Figure 1. Sequential cells grouped by signal name.
Bar = 50 um. Other sequential cells in the stronger grey, the rest of the logic in the fainter grey.
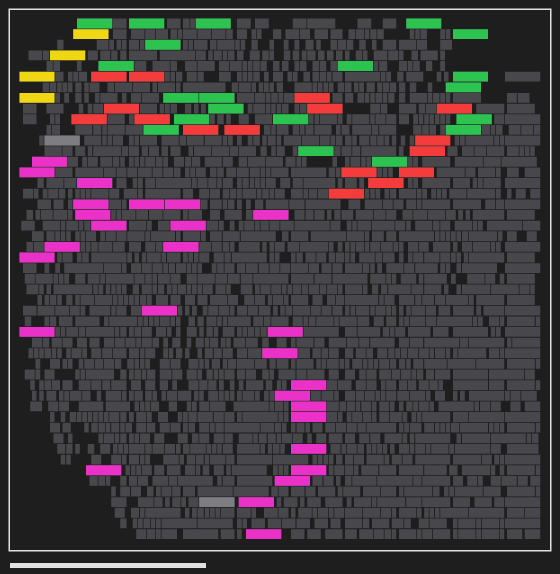
Figure 2. Zoomed window.
Bar = 10 um. Region (22, 22) to (47, 47) um. Cells in grey, sequential cells in the stronger grey; small squares are vias.
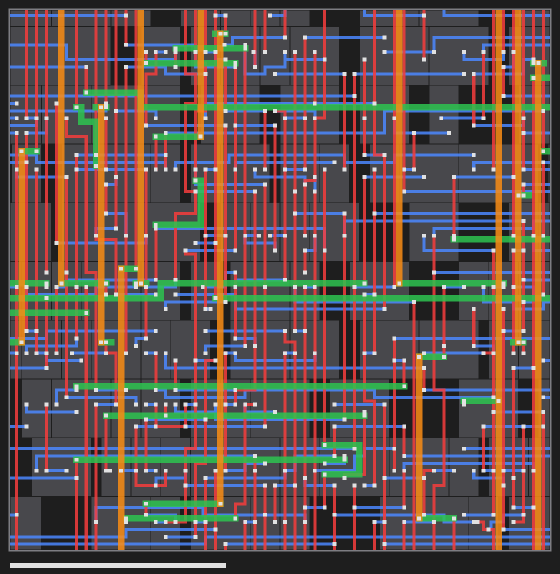
Figure 3. Routing congestion map.
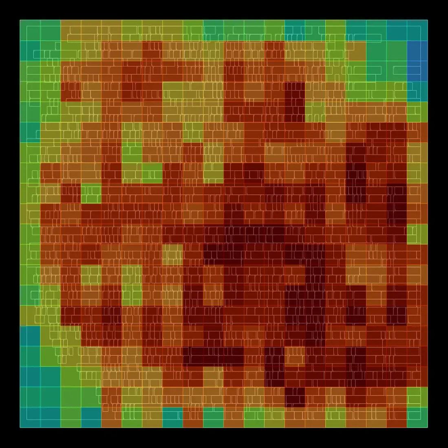
==> config.mk <==
export PLATFORM = sky130hd
export DESIGN_NAME = inertial_integrator
export DESIGN_NICKNAME = d
export VERILOG_FILES = /design/src/rtl/eBike_pkg.sv /design/src/rtl/inertial_integrator_sat_accum.sv /design/src/rtl/inertial_integrator.sv
export SDC_FILE = /design/constraint.sdc
export NUM_CORES = 1
export LEC_CHECK = 0
export ABC_AREA = 1
export CAP_MARGIN = 10
export CORE_MARGIN = 2
export CORE_UTILIZATION = 57
export DETAILED_ROUTE_END_ITERATION = 8
export MAX_ROUTING_LAYER = met4
export PLACE_DENSITY = 0.82
export SYNTH_ARGS = -nofsm -noshare
export SYNTH_HDL_FRONTEND = slang
export SYNTH_SLANG_ARGS = --single-unit
==> constraint.sdc <==
create_clock -name clk -period 4.5 [get_ports clk]
set_input_delay 0.9 -clock clk [delete_from_list [all_inputs] [get_ports clk]]
set_output_delay 0.9 -clock clk [all_outputs]
set_load 0.03 [all_outputs]
==> src/rtl/eBike_pkg.sv <==
// rtl/eBike_pkg.sv - shared widths, states and limits for the incline integrator
package eBike_pkg;

   localparam int INCL_W     = 13;
   localparam int ROLL_INT_W = 27;
   localparam int RATE_W     = 16;

   localparam logic signed [ROLL_INT_W-1:0] ROLL_INT_MAX = 27'sh3FF_FFFF;
   localparam logic signed [ROLL_INT_W-1:0] ROLL_INT_MIN = 27'sh400_0000;

   typedef enum logic {CAL, RUN} integ_state_t;

endpackage

==> src/rtl/inertial_integrator_sat_accum.sv <==
// rtl/inertial_integrator_sat_accum.sv - signed accumulate with clamp to the W-bit range
module sat_accum #(
   parameter int W     = 27,
   parameter int ADD_W = 19
) (
   input  logic signed [W-1:0]     acc,
   input  logic signed [ADD_W-1:0] addend,
   output logic signed [W-1:0]     sum
);

   // One guard bit beyond the wider operand makes the raw sum exact.
   localparam int SW = ((W > ADD_W) ? W : ADD_W) + 1;
   localparam logic signed [SW-1:0] ONE   = {{(SW-1){1'b0}}, 1'b1};
   localparam logic signed [SW-1:0] MAX_V = (ONE <<< (W-1)) - ONE;
   localparam logic signed [SW-1:0] MIN_V = -(ONE <<< (W-1));

   logic signed [SW-1:0] wide;

   // Exact sum, then clamp so the accumulator never wraps.
   always_comb begin
      wide = SW'(acc) + SW'(addend);
      if (wide > MAX_V)
         sum = MAX_V[W-1:0];
      else if (wide < MIN_V)
         sum = MIN_V[W-1:0];
      else
         sum = wide[W-1:0];
   end

endmodule

==> src/rtl/inertial_integrator.sv <==
// rtl/inertial_integrator.sv - gyro offset calibration, rate integration and accel fusion
module inertial_integrator
   import eBike_pkg::*;
#(
   parameter int CAL_LOG2    = 4,
   parameter int FUSION_GAIN = 1024,
   parameter int AY_SCALE    = 327
) (
   input  logic                     clk,
   input  logic                     rst_n,
   input  logic                     vld,
   input  logic signed [RATE_W-1:0] roll_rt,
   input  logic signed [RATE_W-1:0] AY,
   input  logic                     recal,
   output logic signed [INCL_W-1:0] incline,
   output logic                     incline_vld,
   output logic                     cal_done
);

   localparam int SUM_W = RATE_W + CAL_LOG2;
   localparam int ADD_W = RATE_W + 3;
   localparam logic signed [ADD_W-1:0] GAIN = ADD_W'(FUSION_GAIN);

   integ_state_t                  state, state_nxt;
   logic [CAL_LOG2-1:0]           cal_cnt;
   logic signed [SUM_W-1:0]       cal_sum, cal_sum_nxt;
   logic                          cal_last;
   logic signed [RATE_W-1:0]      offset;
   logic signed [ROLL_INT_W-1:0]  roll_int, roll_int_nxt;
   logic signed [RATE_W:0]        roll_comp;
   logic signed [24:0]            ay_prod;
   logic signed [INCL_W-1:0]      incl_acc;
   logic signed [ADD_W-1:0]       fusion, addend;

   // Per-sample arithmetic: calibration sum, offset-corrected rate and fusion nudge.
   always_comb begin
      cal_sum_nxt = cal_sum + SUM_W'(roll_rt);
      cal_last    = (cal_cnt == {CAL_LOG2{1'b1}});
      roll_comp   = (RATE_W+1)'(roll_rt) - (RATE_W+1)'(offset);
      ay_prod     = 25'(AY) * 25'(AY_SCALE);
      incl_acc    = INCL_W'(ay_prod >>> 12);
      fusion      = '0;
      if (incl_acc > incline)
         fusion = GAIN;
      else if (incl_acc < incline)
         fusion = -GAIN;
      // Gyro sign convention: positive rate lowers the incline.
      addend      = fusion - ADD_W'(roll_comp);
   end

   sat_accum #(.W(ROLL_INT_W), .ADD_W(ADD_W)) u_sat_accum (
      .acc    (roll_int),
      .addend (addend),
      .sum    (roll_int_nxt)
   );

   // Leave CAL on the last calibration sample; recal always returns to CAL.
   always_comb begin
      state_nxt = state;
      if (recal)
         state_nxt = CAL;
      else if (state == CAL && vld && cal_last)
         state_nxt = RUN;
   end

   // State register and its registered RUN flag.
   always_ff @(posedge clk or negedge rst_n) begin
      if (!rst_n) begin
         state    <= CAL;
         cal_done <= 1'b0;
      end else begin
         state    <= state_nxt;
         cal_done <= (state_nxt == RUN);
      end
   end

   // Calibration accumulation, offset capture and integrator update.
   always_ff @(posedge clk or negedge rst_n) begin
      if (!rst_n) begin
         cal_cnt     <= '0;
         cal_sum     <= '0;
         offset      <= '0;
         roll_int    <= '0;
         incline_vld <= 1'b0;
      end else if (recal) begin
         cal_cnt     <= '0;
         cal_sum     <= '0;
         offset      <= '0;
         roll_int    <= '0;
         incline_vld <= 1'b0;
      end else begin
         incline_vld <= 1'b0;
         if (vld) begin
            if (state == CAL) begin
               cal_cnt <= cal_cnt + 1'b1;
               if (cal_last) begin
                  offset   <= RATE_W'(cal_sum_nxt >>> CAL_LOG2);
                  cal_sum  <= '0;
                  roll_int <= '0;
               end else begin
                  cal_sum  <= cal_sum_nxt;
               end
            end else begin
               roll_int    <= roll_int_nxt;
               incline_vld <= 1'b1;
            end
         end
      end
   end

   assign incline = roll_int[ROLL_INT_W-1 -: INCL_W];

endmodule

==> summary.txt <==
impl run done, here's what came out: outcome complete, but fails checks, violated checks negative setup slack, Layout area overhead 45.4%, ys async rst share 100%, vias in the first global route 12000, Die ar. 19100 sq um, flop share of the area 11.6%, Hold Fails Final Rpt 0, maxcap violations 0, clock buffer count 10, Tap Count 229, Design Area, Final 14900 sq um, Yosys cell types 45, Initial Utilization 57.6%, row count 49, CTS tree done, Core ar. 17800 sq um, most common cell in the netlist nand2_1, Adders+Majority by Area 30.0%, Min Hold Slack 474 ps, Complex Gates by Area 11.2%, final setup vio count 27, Die H 138 um, final setup margin -4810 ps, logic share of the area 58.8%, MUX area fraction 0%, worst setup path endpoint roll_int[14], buffering overhead 18.9%, Critical-path top delay cell fa_1, Post-CTS Setup Inserts 25, total negative slack -127210 ps, mi-comb count 1088, number of flops mapped to enable cells by yosys 0, hold path endpoint cal_cnt[3], cts repair resizes 200, drt pass-1 iters 9, first-pass GRT wire length 59700 um, Hold Crit Depth 1, Non-clock inverters 266, flip-flops 69, Yosys warning count 0, Worst Reg2Reg Path Length in Cells 34, post-synthesis sequential area ratio 16.8%
-- Figure 1 (at the start) --
- cal_cnt: yellow (sequential cells 4; where north-west)
- cal_sum: green (sequential cells 20)
- offset: red (sequential cells 16)
- roll_int: magenta (sequential cells 27)
- not coloured: 2

-- Figure 2 (at the start) --
- M1: blue
- M2: red
- M4: orange
- M3: green
- most frequent: nand2_1 (22), buf_4 (20), nand3_1 (8)
- cells with their middle in the window: 84
- sequential cells in the window: 0

-- Figure 3 (at the start) --
wire per inst: 20.8 um
met1 Resource Use GR: 45.6%
gr usage total: 39.6%
routing usage on met3: 5.33%
grt peak-use layer: met2

